**config.mk**
```make
export PLATFORM = sky130hd
export DESIGN_NAME = pcpi_muldiv_radix
export DESIGN_NICKNAME = d
export VERILOG_FILES = /design/src/rtl/pcpi_muldiv_radix.sv
export SDC_FILE = /design/constraint.sdc
export NUM_CORES = 2
export LEC_CHECK = 0
export ABC_CLOCK_PERIOD_IN_PS = 6220
export CORE_MARGIN = 1.5
export CORE_UTILIZATION = 36
export DETAILED_ROUTE_END_ITERATION = 10
export GPL_TIMING_DRIVEN = 1
export SLEW_MARGIN = 20
export SYNTH_ARGS = -nofsm -noshare
export SYNTH_HDL_FRONTEND = slang
export SYNTH_SLANG_ARGS = --single-unit
```
**constraint.sdc**
```tcl
create_clock -name clk -period 6.22 [get_ports clk]
set_input_delay 1.555 -clock clk [delete_from_list [all_inputs] [get_ports clk]]
set_output_delay 1.555 -clock clk [all_outputs]
set_load 0.05 [all_outputs]
```
**src/rtl/pcpi_muldiv_radix.sv**
```systemverilog
// pcpi_muldiv_radix: RV32M/RV64M multiply/divide co-processor on the PCPI port.
// Multiply is a registered product with optional retiming stages. Divide is an
// iterative restoring divider retiring DIV_BITS quotient bits per cycle, with
// early-out for divide-by-zero and signed overflow. A one-entry cache holds the
// last quotient/remainder pair, so a DIV+REM pair on the same operands iterates once.
module pcpi_muldiv_radix #(
    parameter int XLEN        = 32,
    parameter int DIV_BITS    = 2,
    parameter int MUL_LATENCY = 2,
    parameter bit CACHE_EN    = 1'b1
) (
    input  logic            clk,
    input  logic            resetn,
    input  logic            valid,
    input  logic [31:0]     instruction,
    input  logic [XLEN-1:0] rs1,
    input  logic [XLEN-1:0] rs2,
    output logic            wr,
    output logic [XLEN-1:0] rd,
    output logic            busy,
    output logic            ready
);

    localparam int ITERS = XLEN / DIV_BITS;
    // ITERS is at least 8, so this width also covers the multiply latency count.
    localparam int CNT_W = $clog2(ITERS) + 1;
    localparam logic [CNT_W-1:0] DIV_LAST = CNT_W'(ITERS - 1);
    localparam logic [CNT_W-1:0] MUL_LAST = CNT_W'(MUL_LATENCY - 1);
    localparam logic [XLEN-1:0]  MOST_NEG = {1'b1, {(XLEN-1){1'b0}}};

    typedef enum logic [2:0] {
        IDLE,
        MUL,
        DIV_PREP,
        DIV_ITER,
        DIV_FIX,
        DONE
    } state_t;

    state_t            state_q, state_d;
    logic [2:0]        op_q, op_d;
    logic [XLEN-1:0]   a_q, a_d;
    logic [XLEN-1:0]   b_q, b_d;
    logic [XLEN-1:0]   quo_q, quo_d;
    logic [XLEN-1:0]   rem_q, rem_d;
    logic [XLEN-1:0]   dvs_q, dvs_d;
    logic              neg_quo_q, neg_quo_d;
    logic              neg_rem_q, neg_rem_d;
    logic [CNT_W-1:0]  cnt_q, cnt_d;
    logic [XLEN-1:0]   result_q, result_d;
    logic [XLEN-1:0]   prod_q [MUL_LATENCY];
    logic [XLEN-1:0]   prod_d [MUL_LATENCY];
    logic              cache_valid_q, cache_valid_d;
    logic [XLEN-1:0]   cache_a_q, cache_a_d;
    logic [XLEN-1:0]   cache_b_q, cache_b_d;
    logic              cache_signed_q, cache_signed_d;
    logic [XLEN-1:0]   cache_quo_q, cache_quo_d;
    logic [XLEN-1:0]   cache_rem_q, cache_rem_d;

    // Decode: only the M-extension opcode/funct7 pair is claimed.
    logic [2:0] funct3;
    logic       is_m;
    logic       accept;
    logic       unused_instr_bits;

    assign funct3            = instruction[14:12];
    assign is_m              = (instruction[6:0] == 7'b0110011) && (instruction[31:25] == 7'b0000001);
    assign accept            = (state_q == IDLE) && valid && is_m;
    assign unused_instr_bits = ^{instruction[24:15], instruction[11:7]};

    // Multiply product from the live operands; loaded into the first retiming stage at acceptance.
    logic                mul_a_signed, mul_b_signed;
    logic [2*XLEN-1:0]   mul_a_ext, mul_b_ext, mul_prod;
    logic [XLEN-1:0]     mul_res;

    always_comb begin
        mul_a_signed = (funct3[1:0] != 2'b11);   // MUL, MULH, MULHSU
        mul_b_signed = (funct3[1] == 1'b0);      // MUL, MULH
        mul_a_ext    = {{XLEN{mul_a_signed & rs1[XLEN-1]}}, rs1};
        mul_b_ext    = {{XLEN{mul_b_signed & rs2[XLEN-1]}}, rs2};
        mul_prod     = mul_a_ext * mul_b_ext;
        mul_res      = (funct3[1:0] == 2'b00) ? mul_prod[XLEN-1:0] : mul_prod[2*XLEN-1:XLEN];
    end

    // Cache lookup keyed on operands and signedness (funct3[0] clear means signed).
    logic cache_hit;
    assign cache_hit = CACHE_EN && cache_valid_q && (cache_a_q == rs1) && (cache_b_q == rs2)
                       && (cache_signed_q == ~funct3[0]);

    // Divide preparation: magnitudes and early-out detection from the latched operands.
    logic            div_signed, a_neg, b_neg, div_zero, div_ovf;
    logic [XLEN-1:0] mag_a, mag_b;

    always_comb begin
        div_signed = ~op_q[0];
        a_neg      = div_signed & a_q[XLEN-1];
        b_neg      = div_signed & b_q[XLEN-1];
        mag_a      = a_neg ? -a_q : a_q;
        mag_b      = b_neg ? -b_q : b_q;
        div_zero   = (b_q == '0);
        div_ovf    = div_signed && (a_q == MOST_NEG) && (b_q == '1);
    end

    // One divide cycle: DIV_BITS restoring radix-2 steps on {rem, dividend-shift}.
    logic [XLEN-1:0] step_rem, step_quo;
    logic [XLEN:0]   trial;

    always_comb begin
        step_rem = rem_q;
        step_quo = quo_q;
        trial    = '0;
        for (int i = 0; i < DIV_BITS; i++) begin
            trial    = {step_rem, step_quo[XLEN-1]};
            step_quo = {step_quo[XLEN-2:0], 1'b0};
            if (trial >= {1'b0, dvs_q}) begin
                trial       = trial - {1'b0, dvs_q};
                step_quo[0] = 1'b1;
            end
            step_rem = trial[XLEN-1:0];
        end
    end

    // Sign fix is combinational, so the corrected result is presented in DIV_FIX itself.
    logic [XLEN-1:0] fix_quo, fix_rem;

    always_comb begin
        fix_quo = neg_quo_q ? -quo_q : quo_q;
        fix_rem = neg_rem_q ? -rem_q : rem_q;
    end

    // Next-state and datapath update logic.
    always_comb begin
        state_d        = state_q;
        op_d           = op_q;
        a_d            = a_q;
        b_d            = b_q;
        quo_d          = quo_q;
        rem_d          = rem_q;
        dvs_d          = dvs_q;
        neg_quo_d      = neg_quo_q;
        neg_rem_d      = neg_rem_q;
        cnt_d          = cnt_q;
        result_d       = result_q;
        cache_valid_d  = cache_valid_q;
        cache_a_d      = cache_a_q;
        cache_b_d      = cache_b_q;
        cache_signed_d = cache_signed_q;
        cache_quo_d    = cache_quo_q;
        cache_rem_d    = cache_rem_q;
        prod_d[0]      = prod_q[0];
        for (int i = 1; i < MUL_LATENCY; i++) begin
            prod_d[i] = prod_q[i-1];
        end

        case (state_q)
            IDLE: begin
                if (accept) begin
                    op_d = funct3;
                    a_d  = rs1;
                    b_d  = rs2;
                    if (!funct3[2]) begin
                        prod_d[0] = mul_res;
                        cnt_d     = CNT_W'(1);
                        state_d   = (MUL_LATENCY == 1) ? DONE : MUL;
                    end else if (cache_hit) begin
                        result_d = funct3[1] ? cache_rem_q : cache_quo_q;
                        state_d  = DONE;
                    end else begin
                        state_d = DIV_PREP;
                    end
                end
            end
            MUL: begin
                if (!valid) begin
                    state_d = IDLE;
                end else if (cnt_q == MUL_LAST) begin
                    state_d = DONE;
                end else begin
                    cnt_d = cnt_q + CNT_W'(1);
                end
            end
            DIV_PREP: begin
                if (!valid) begin
                    state_d = IDLE;
                end else if (div_zero || div_ovf) begin
                    cache_quo_d = div_zero ? '1 : a_q;
                    cache_rem_d = div_zero ? a_q : '0;
                    result_d    = op_q[1] ? cache_rem_d : cache_quo_d;
                    if (CACHE_EN) begin
                        cache_valid_d  = 1'b1;
                        cache_a_d      = a_q;
                        cache_b_d      = b_q;
                        cache_signed_d = div_signed;
                    end
                    state_d = DONE;
                end else begin
                    quo_d     = mag_a;
                    rem_d     = '0;
                    dvs_d     = mag_b;
                    neg_quo_d = a_neg ^ b_neg;
                    neg_rem_d = a_neg;
                    cnt_d     = '0;
                    state_d   = DIV_ITER;
                end
            end
            DIV_ITER: begin
                if (!valid) begin
                    state_d = IDLE;
                end else begin
                    quo_d = step_quo;
                    rem_d = step_rem;
                    cnt_d = cnt_q + CNT_W'(1);
                    if (cnt_q == DIV_LAST) begin
                        state_d = DIV_FIX;
                    end
                end
            end
            DIV_FIX: begin
                if (CACHE_EN) begin
                    cache_valid_d  = 1'b1;
                    cache_a_d      = a_q;
                    cache_b_d      = b_q;
                    cache_signed_d = ~op_q[0];
                    cache_quo_d    = fix_quo;
                    cache_rem_d    = fix_rem;
                end
                state_d = IDLE;
            end
            DONE: begin
                state_d = IDLE;
            end
            default: begin
                state_d = IDLE;
            end
        endcase
    end

    // State and datapath registers with asynchronous active-low reset.
    always_ff @(posedge clk or negedge resetn) begin
        if (!resetn) begin
            state_q        <= IDLE;
            op_q           <= '0;
            a_q            <= '0;
            b_q            <= '0;
            quo_q          <= '0;
            rem_q          <= '0;
            dvs_q          <= '0;
            neg_quo_q      <= 1'b0;
            neg_rem_q      <= 1'b0;
            cnt_q          <= '0;
            result_q       <= '0;
            cache_valid_q  <= 1'b0;
            cache_a_q      <= '0;
            cache_b_q      <= '0;
            cache_signed_q <= 1'b0;
            cache_quo_q    <= '0;
            cache_rem_q    <= '0;
            for (int i = 0; i < MUL_LATENCY; i++) begin
                prod_q[i] <= '0;
            end
        end else begin
            state_q        <= state_d;
            op_q           <= op_d;
            a_q            <= a_d;
            b_q            <= b_d;
            quo_q          <= quo_d;
            rem_q          <= rem_d;
            dvs_q          <= dvs_d;
            neg_quo_q      <= neg_quo_d;
            neg_rem_q      <= neg_rem_d;
            cnt_q          <= cnt_d;
            result_q       <= result_d;
            cache_valid_q  <= cache_valid_d;
            cache_a_q      <= cache_a_d;
            cache_b_q      <= cache_b_d;
            cache_signed_q <= cache_signed_d;
            cache_quo_q    <= cache_quo_d;
            cache_rem_q    <= cache_rem_d;
            for (int i = 0; i < MUL_LATENCY; i++) begin
                prod_q[i] <= prod_d[i];
            end
        end
    end

    // Outputs: result is driven only in the single completion cycle, zero otherwise.
    always_comb begin
        busy  = (state_q != IDLE);
        ready = (state_q == DONE) || (state_q == DIV_FIX);
        wr    = ready;
        rd    = '0;
        if (state_q == DONE) begin
            rd = op_q[2] ? result_q : prod_q[MUL_LATENCY-1];
        end else if (state_q == DIV_FIX) begin
            rd = op_q[1] ? fix_rem : fix_quo;
        end
    end

endmodule

```
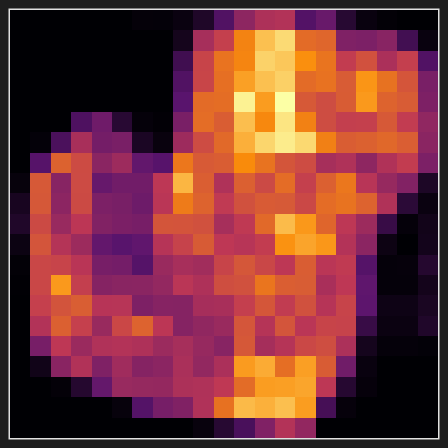
(images/wire_density.png)
21 x 21 tiles, from black (low) to pale yellow (high), scaled to the fullest tile. Values are wire area over tile area, all layers added.
mean over tiles: 0.19
nearly empty tiles: 23%
tiles over half the peak: 36%
fullest tile: 0.52
emptiest ninth of the die: top left
Via Count: 51300
Total Routing Usage GR: 24.0%
Wirelength per Cell: 20.9 µm
post-detailed-routing wire length: 208000 µm

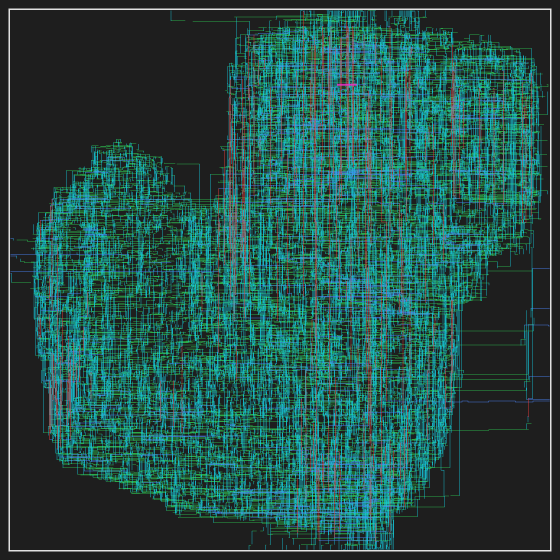
(images/metal_stack.png)
| colour | layer | wire length |
|---|---|---|
| blue | met3 | 11200 µm |
| red | met4 | 10700 µm |
| magenta | met5 | 13.8 µm |
| cyan | met2 | 99.4 mm |
| green | met1 | 87.1 mm |

==> flow_summary.toml <==
# implementation run metrics
[status]
status = "finished, violations left"
failing_checks = "negative setup slack"

[cells_and_area]
flop_area_mm2 = 0.00999
antenna_cells_inserted = 6
seq_cells = 399
clk_share_pct = 2.19
multiInputCombCellCount = 5031

[setup_path]
setup.worst_path.class = "in -> reg"
startpoint = "rs1[31]"
crit-reg2reg-launch = "dvs_q[10]$_DFFE_PN0P_"
worstSetupEndpoint = "prod_d[31]$_DFFE_PN0P_"

[logic_synthesis]
yosysCellCount = 7082
yosysTopAreaCellShare_pct = 36.0
top_area_cell = "sky130_fd_sc_hd__fa_1"
async_flop_share_pct = 100
top_logic_kind = "adder cells"
simple_gate_share_pct = 15.6

[sta]
grt_setup_unrepaired = "yes"
finalWorstPathRequiredPeriod_ns = 8.31
finalWorstSetupSlack_ns = -2.09
slew_viol_final = 0
hold_violations_final = 0
setup_viol_count_final = 32

[routing]
routedLengthMet1_um = 87100

[placement]
hpwlAfterDp_um = 167000
total_cell_area_at_the_placement_stage_mm2 = 0.0716
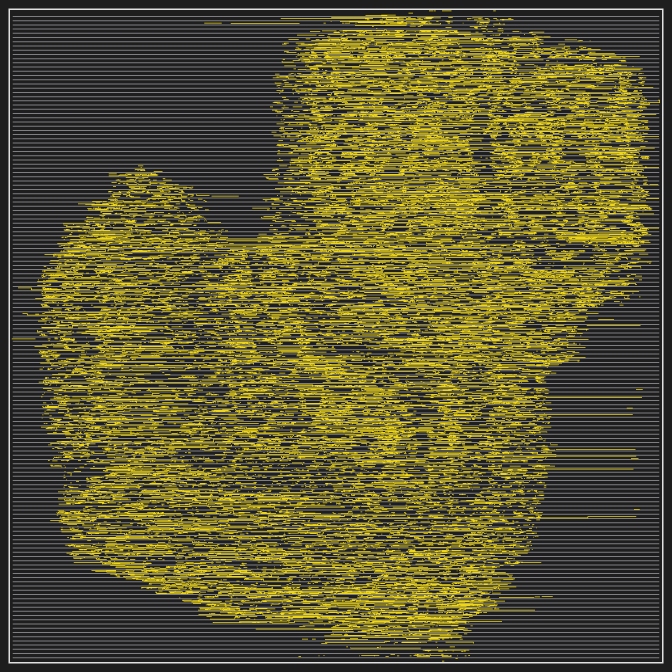
(images/met1.png)
Supply wires on this layer in grey.
longest straight run: 117 µm
share of all routed wire: 42%
met1 routing resource usage after global routing: 31.5%

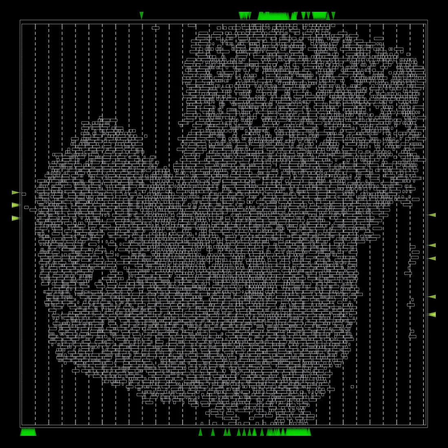
(images/final_placement.png)
core area: 0.172 mm²
Fill cells: 16600
sequential fraction of total cell area: 13.1%
Layout Cells excl Fill: 9950
Placement Rows: 152

## critical path, delay by kind of cell
| kind | cells | cell delay [ns] |
|---|---|---|
| fa+ha+maj | 9 | 4.37 |
| simple gates | 3 | 0.29 |
| compound gates | 9 | 1.33 |
| buf+inv | 10 | 1.00 |
| xor+xnor | 1 | 0.18 |
## flip-flops by register name, summed over array words and instances, names as in the netlist
register        count
neg_quo_q           1
result_q           32
cache_quo_q        32
op_q                3
cache_signed_q      1
cache_rem_q        32
rem_q              32
cnt_q               5
b_q                32
neg_rem_q           1
dvs_q              32
cache_b_q          32
cache_valid_q       1
prod_d             32
quo_q              32
cache_a_q          32
prod_q             32
a_q                32
state_q             3
## metrics by stage
| stage | hold slack (ns) | setup TNS (ns) | setup WS (ns) |
|---|---|---|---|
| floorplan | 0.354 | -63.36 | -2.74 |
| global placement | 0.362 | -97.67 | -3.35 |
| detailed placement | 0.364 | -99.64 | -3.39 |
| CTS | 0.378 | -60.24 | -2.05 |
| global route | 0.386 | -67.71 | -2.35 |
| finish | 0.375 | -59.37 | -2.09 |
## what timing repair did
action	4_1_cts	5_1_grt
resized	409	213
endpoints found under the setup margin	44	75
hold buffers	0	0
buffers inserted	68	38
gates cloned	17	2
pin swaps	242	173
## cell families after synthesis
family | Yosys count
DFF | 399
xor gates and xnor gates | 294
adders and majority gates | 1411
buffers and inverters | 1652
muxes | 183
AOI/OAI and AO/OA | 994
and+or+nand+nor | 2149
